**config.mk**
```make
export PLATFORM = sky130hd
export DESIGN_NAME = finv_nr_ctrl_flat
export DESIGN_NICKNAME = d
export VERILOG_FILES = /design/src/rtl/finv_nr_ctrl_if.sv /design/src/rtl/finv_nr_ctrl.sv /design/src/flat_wrapper.sv
export SDC_FILE = /design/constraint.sdc
export NUM_CORES = 1
export LEC_CHECK = 0
export CORE_MARGIN = 2
export CORE_UTILIZATION = 43
export DETAILED_ROUTE_END_ITERATION = 7
export GPL_TIMING_DRIVEN = 0
export PLACE_DENSITY = 0.76
export SLEW_MARGIN = 20
export SYNTH_ARGS = -nofsm -noshare
export SYNTH_HDL_FRONTEND = slang
export SYNTH_SLANG_ARGS = --single-unit
export TNS_END_PERCENT = 1
```
**constraint.sdc**
```tcl
create_clock -name clk -period 2.8 [get_ports clk]
set_input_delay 0.42 -clock clk [delete_from_list [all_inputs] [get_ports clk]]
set_output_delay 0.42 -clock clk [all_outputs]
set_load 0.005 [all_outputs]
```
**src/rtl/finv_nr_ctrl_if.sv**
```systemverilog
// Request/result and shared fmul/fsub handshake bundle for finv_nr_ctrl.
// slave: the controller side; master: requester plus the arithmetic units.
interface finv_nr_ctrl_if;
    logic [31:0] x;
    logic        ready;
    logic [31:0] y;
    logic        valid;
    logic        busy;
    logic [31:0] mul_a;
    logic [31:0] mul_b;
    logic        mul_ready;
    logic [31:0] mul_y;
    logic        mul_valid;
    logic [31:0] sub_a;
    logic [31:0] sub_b;
    logic        sub_ready;
    logic [31:0] sub_y;
    logic        sub_valid;

    modport slave (
        input  x, ready, mul_y, mul_valid, sub_y, sub_valid,
        output y, valid, busy, mul_a, mul_b, mul_ready, sub_a, sub_b, sub_ready
    );

    modport master (
        output x, ready, mul_y, mul_valid, sub_y, sub_valid,
        input  y, valid, busy, mul_a, mul_b, mul_ready, sub_a, sub_b, sub_ready
    );
endinterface

```
**src/rtl/finv_nr_ctrl.sv**
```systemverilog
// Newton-Raphson 1/x sequencer driving a shared external fmul and fsub.
// Optional FINV_NR_SPECIAL_EN: zero/inf/NaN-exponent inputs bypass the iterations.
module finv_nr_ctrl #(
    parameter int unsigned ITER = 2
) (
    input  logic          clk,
    input  logic          rst,
    finv_nr_ctrl_if.slave bus
);

    typedef enum logic [3:0] {
        IDLE, SEED, M1_ISS, M1_WAIT, S_ISS, S_WAIT, M2_ISS, M2_WAIT, DONE
    } state_t;

    state_t      state;
    logic [31:0] xr;
    logic [31:0] yr;
    logic [1:0]  cnt;
    logic [1:0]  cnt_nx;
    logic [8:0]  seed_e;
    logic [31:0] seed;

    function automatic logic [5:0] seed_mant(input logic [5:0] idx);
        logic [5:0] m;
        case (idx)
            6'd0:  m = 6'd0;   6'd1:  m = 6'd62;  6'd2:  m = 6'd60;  6'd3:  m = 6'd58;
            6'd4:  m = 6'd56;  6'd5:  m = 6'd55;  6'd6:  m = 6'd53;  6'd7:  m = 6'd51;
            6'd8:  m = 6'd50;  6'd9:  m = 6'd48;  6'd10: m = 6'd47;  6'd11: m = 6'd45;
            6'd12: m = 6'd44;  6'd13: m = 6'd42;  6'd14: m = 6'd41;  6'd15: m = 6'd40;
            6'd16: m = 6'd38;  6'd17: m = 6'd37;  6'd18: m = 6'd36;  6'd19: m = 6'd35;
            6'd20: m = 6'd34;  6'd21: m = 6'd32;  6'd22: m = 6'd31;  6'd23: m = 6'd30;
            6'd24: m = 6'd29;  6'd25: m = 6'd28;  6'd26: m = 6'd27;  6'd27: m = 6'd26;
            6'd28: m = 6'd25;  6'd29: m = 6'd24;  6'd30: m = 6'd23;  6'd31: m = 6'd22;
            6'd32: m = 6'd21;  6'd33: m = 6'd20;  6'd34: m = 6'd20;  6'd35: m = 6'd19;
            6'd36: m = 6'd18;  6'd37: m = 6'd17;  6'd38: m = 6'd16;  6'd39: m = 6'd16;
            6'd40: m = 6'd15;  6'd41: m = 6'd14;  6'd42: m = 6'd13;  6'd43: m = 6'd13;
            6'd44: m = 6'd12;  6'd45: m = 6'd11;  6'd46: m = 6'd10;  6'd47: m = 6'd10;
            6'd48: m = 6'd9;   6'd49: m = 6'd8;   6'd50: m = 6'd8;   6'd51: m = 6'd7;
            6'd52: m = 6'd7;   6'd53: m = 6'd6;   6'd54: m = 6'd5;   6'd55: m = 6'd5;
            6'd56: m = 6'd4;   6'd57: m = 6'd4;   6'd58: m = 6'd3;   6'd59: m = 6'd3;
            6'd60: m = 6'd2;   6'd61: m = 6'd2;   6'd62: m = 6'd1;   default: m = 6'd1;
        endcase
        return m;
    endfunction

    // Table holds round(2/(1+i/64)) fraction bits; index 0 is exactly 1.0, hence the exponent bump.
    always_comb begin
        seed_e = 9'd253 - {1'b0, xr[30:23]} + {8'd0, (xr[22:17] == 6'd0)};
        seed   = {xr[31], seed_e[7:0], seed_mant(xr[22:17]), 17'd0};
        cnt_nx = cnt + 2'd1;
    end

    always_ff @(posedge clk) begin
        if (rst) begin
            state         <= IDLE;
            xr            <= '0;
            yr            <= '0;
            cnt           <= '0;
            bus.y         <= '0;
            bus.valid     <= 1'b0;
            bus.busy      <= 1'b0;
            bus.mul_a     <= '0;
            bus.mul_b     <= '0;
            bus.mul_ready <= 1'b0;
            bus.sub_a     <= '0;
            bus.sub_b     <= '0;
            bus.sub_ready <= 1'b0;
        end else begin
            bus.mul_ready <= 1'b0;
            bus.sub_ready <= 1'b0;
            bus.valid     <= 1'b0;
            case (state)
                IDLE: begin
                    if (bus.ready) begin
                        xr       <= bus.x;
                        cnt      <= '0;
                        bus.busy <= 1'b1;
                        state    <= SEED;
                    end
                end
                SEED: begin
`ifdef FINV_NR_SPECIAL_EN
                    if (xr[30:23] == 8'h00) begin
                        yr        <= {xr[31], 8'hFF, 23'd0};
                        bus.y     <= {xr[31], 8'hFF, 23'd0};
                        bus.valid <= 1'b1;
                        state     <= DONE;
                    end else if (xr[30:23] == 8'hFF) begin
                        yr        <= {xr[31], 31'd0};
                        bus.y     <= {xr[31], 31'd0};
                        bus.valid <= 1'b1;
                        state     <= DONE;
                    end else
`endif
                    begin
                        yr            <= seed;
                        bus.mul_a     <= xr;
                        bus.mul_b     <= seed;
                        bus.mul_ready <= 1'b1;
                        state         <= M1_ISS;
                    end
                end
                M1_ISS, M1_WAIT: begin
                    if (bus.mul_valid) begin
                        bus.sub_a     <= 32'h4000_0000;
                        bus.sub_b     <= bus.mul_y;
                        bus.sub_ready <= 1'b1;
                        state         <= S_ISS;
                    end else begin
                        state <= M1_WAIT;
                    end
                end
                S_ISS, S_WAIT: begin
                    if (bus.sub_valid) begin
                        bus.mul_a     <= yr;
                        bus.mul_b     <= bus.sub_y;
                        bus.mul_ready <= 1'b1;
                        state         <= M2_ISS;
                    end else begin
                        state <= S_WAIT;
                    end
                end
                M2_ISS, M2_WAIT: begin
                    if (bus.mul_valid) begin
                        yr  <= bus.mul_y;
                        cnt <= cnt_nx;
                        // y and valid are loaded on DONE entry so valid is high during DONE itself.
                        if (32'(cnt_nx) == ITER) begin
                            bus.y     <= bus.mul_y;
                            bus.valid <= 1'b1;
                            state     <= DONE;
                        end else begin
                            bus.mul_a     <= xr;
                            bus.mul_b     <= bus.mul_y;
                            bus.mul_ready <= 1'b1;
                            state         <= M1_ISS;
                        end
                    end else begin
                        state <= M2_WAIT;
                    end
                end
                DONE: begin
                    bus.busy <= 1'b0;
                    state    <= IDLE;
                end
                default: state <= IDLE;
            endcase
        end
    end

endmodule
```
**src/flat_wrapper.sv**
```systemverilog
// flat-port wrapper written by rule: the top's interface ports become plain ports
module finv_nr_ctrl_flat 
#(
    parameter int unsigned ITER = 2
)
  (clk, rst, bus_x, bus_ready, bus_mul_y, bus_mul_valid, bus_sub_y, bus_sub_valid, bus_y, bus_valid, bus_busy, bus_mul_a, bus_mul_b, bus_mul_ready, bus_sub_a, bus_sub_b, bus_sub_ready);
  finv_nr_ctrl_if bus_i ();
  input  logic clk;
  input  logic rst;
  input wire logic [$bits(bus_i.x)-1:0] bus_x;
  input wire logic [$bits(bus_i.ready)-1:0] bus_ready;
  input wire logic [$bits(bus_i.mul_y)-1:0] bus_mul_y;
  input wire logic [$bits(bus_i.mul_valid)-1:0] bus_mul_valid;
  input wire logic [$bits(bus_i.sub_y)-1:0] bus_sub_y;
  input wire logic [$bits(bus_i.sub_valid)-1:0] bus_sub_valid;
  output wire logic [$bits(bus_i.y)-1:0] bus_y;
  output wire logic [$bits(bus_i.valid)-1:0] bus_valid;
  output wire logic [$bits(bus_i.busy)-1:0] bus_busy;
  output wire logic [$bits(bus_i.mul_a)-1:0] bus_mul_a;
  output wire logic [$bits(bus_i.mul_b)-1:0] bus_mul_b;
  output wire logic [$bits(bus_i.mul_ready)-1:0] bus_mul_ready;
  output wire logic [$bits(bus_i.sub_a)-1:0] bus_sub_a;
  output wire logic [$bits(bus_i.sub_b)-1:0] bus_sub_b;
  output wire logic [$bits(bus_i.sub_ready)-1:0] bus_sub_ready;
  assign bus_i.x = bus_x;
  assign bus_i.ready = bus_ready;
  assign bus_i.mul_y = bus_mul_y;
  assign bus_i.mul_valid = bus_mul_valid;
  assign bus_i.sub_y = bus_sub_y;
  assign bus_i.sub_valid = bus_sub_valid;
  assign bus_y = bus_i.y;
  assign bus_valid = bus_i.valid;
  assign bus_busy = bus_i.busy;
  assign bus_mul_a = bus_i.mul_a;
  assign bus_mul_b = bus_i.mul_b;
  assign bus_mul_ready = bus_i.mul_ready;
  assign bus_sub_a = bus_i.sub_a;
  assign bus_sub_b = bus_i.sub_b;
  assign bus_sub_ready = bus_i.sub_ready;
  finv_nr_ctrl #(.ITER(ITER)) u_core (.clk(clk), .rst(rst), .bus(bus_i));
endmodule
```
**Logic cells by family**

Bar = 50 µm.
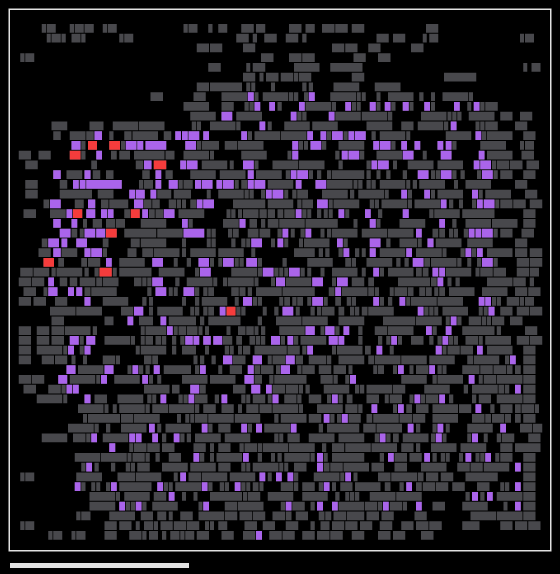
- aoi and oai cells: purple (cells 293)
- non-inverting ao/oa cells: red (cells 10)
most numerous logic cell after layout: nand2_1
post-route insts no fill: 1758
Comb area share: 35.3%

**Clock nets**

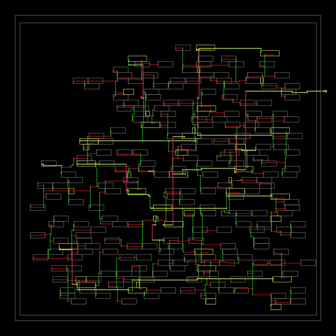
flop count: 209
Clock Latency Late Sink: 520 ps
Post-Route Skew: 22.2 ps
clock buffer count from CTS: 22
Clock Power: 2860 µW

**Ports around the boundary**

Pins as bars across the die edge, other pins in gray.
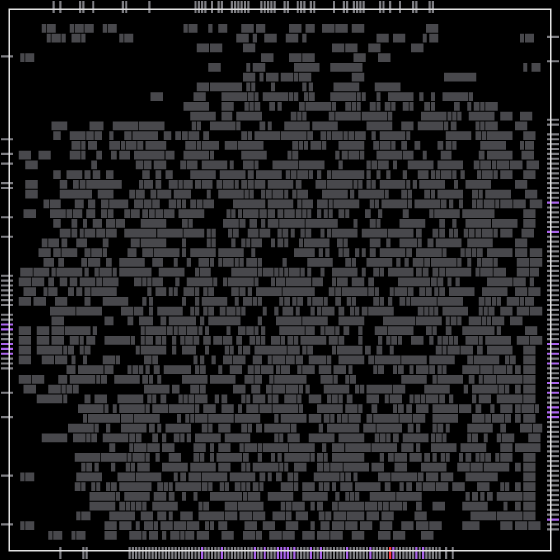
- `bus_sub_y`: purple (pins 32; direction input; edge 16 south, 11 east, 5 west)
- `bus_sub_ready`: red (pins 1; direction output; edge south)
- all pins by edge: 100 south, 86 east, 48 north, 31 west

==> impl_metrics.yaml <==
# flow metrics
run_status:
  status: "finished clean"
worst_setup_path:
  crit_path_start_kind: "flop"
  crit_path_end: "u_core.seed[17]"
  critical_path_buf_inv_count: 4
global_routing:
  gr-usage-met3_pct: 4.00
  antenna_found_initial: 0
job:
  tool_warnings: 35
  drv_cap: 0
cts:
  cts_sinks: 209
  ctsHoldBuffers: 0
  cts-root-buf: "clkbuf_16"
routing:
  wl_met2_mm: 15.6
  route.detailed.drc: 0
  firstDrtPassIters: 5
  wl_met1_mm: 12.8
  dr.max_layer_used: "met4"
hold_path:
  min_from: "u_core.yr[4]"
  hold_end: "u_core.yr[4]"
  min_path_type: "flop to flop"
final_timing:
  worst_pin_slew_ps: 1010
  timing.final.ws_setup_ps: 125
  setup_viol: 0
synthesis:
  ys_seq_share_pct: 45.3
  top_area_share_pct: 45.3
  yosys_cells: 1178
  async_flop_share_pct: 0
  area_leaders: "dfxtp_1 45%, nand2_1 11%, a21oi_1 8.8%"
  synth.largest_area_cell: "dfxtp_1"
  ys_sh_mux_pct: 3.59
floorplanning:
  rows: 53
  die_x_um: 151
  coreArea_mm2: 0.0211
power:
  p_switching_uw: 2570
  p_int_uw: 5820
  power_uw: 8390
  pg_seq_uw: 3470
cells_and_area:
  buf_share_pct: 23.4
  fill_cells: 1881
  final_net_count: 1581
  clock_cell_area_share_pct: 5.54
place:
  hpwl_mm: 24.3
**Cell classes on the final placement**

Fill, decap, tap and diode cells in gray.
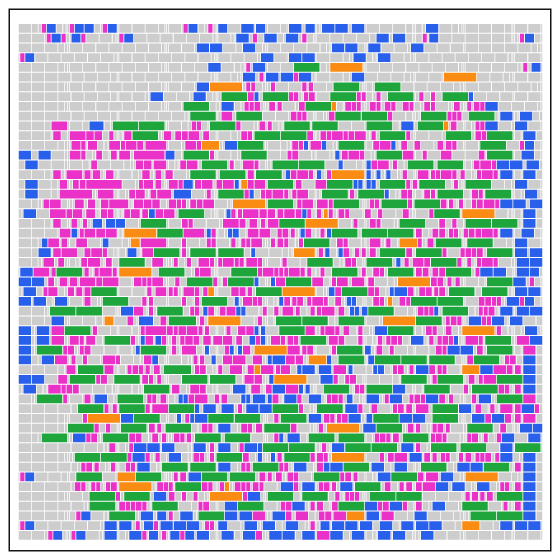
- clock drivers and dummy loads: orange (cells 40; share of their area 5.7%)
- combinational and other logic: magenta (cells 872; share of their area 37%)
- sequential cells: green (cells 209; share of their area 33%)
- remaining buffers and delay cells: blue (cells 362; share of their area 24%)

**Routed metal, one color a layer**

Two of the layers only.
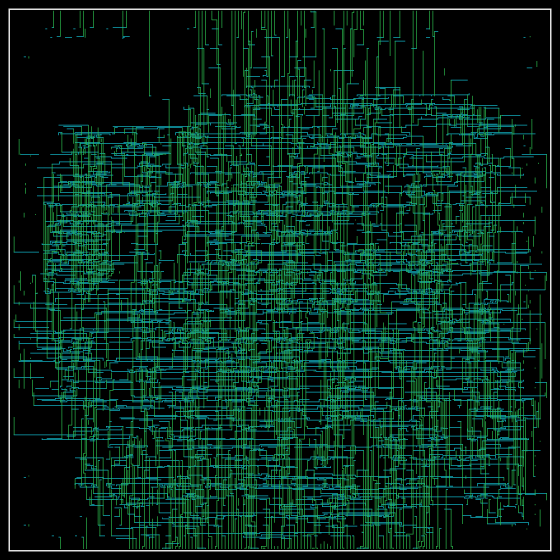
- metal 2: green (wire length 15600 µm)
- metal 1: cyan (wire length 12800 µm)
Global Route Usage Sum: 27.4%
drt total wl: 32.3 mm
WL/cell: 18.4 µm
vias after detailed routing: 9578

worst register-to-register path, stage by stage, from the launching register on:
cell	delay (ps)
dfxtp_2	350
or3_1	390
buf_6	150
nor2_4	130
clkbuf_8	150
nand2_2	70
a21oi_4	210
inv_4	100
ha_1	200
inv_1	70
a21oi_1	70
o41ai_4	360
o22ai_1	140
o211ai_1	190
cells by family (layout without fill, tap and decap cells):
| kind of cell | Yosys count | count (layout) |
|---|---|---|
| adders and majority gates | 13 | 13 |
| other | 1 | 31 |
| DFF | 209 | 209 |
| and+or+nand+nor | 469 | 469 |
| muxes | 33 | 33 |
| buffers and inverters | 143 | 418 |
| AOI/OAI and AO/OA | 303 | 303 |
| xor gates and xnor gates | 7 | 7 |
Power figures rest on the tool's default switching activity, not on a simulated workload.
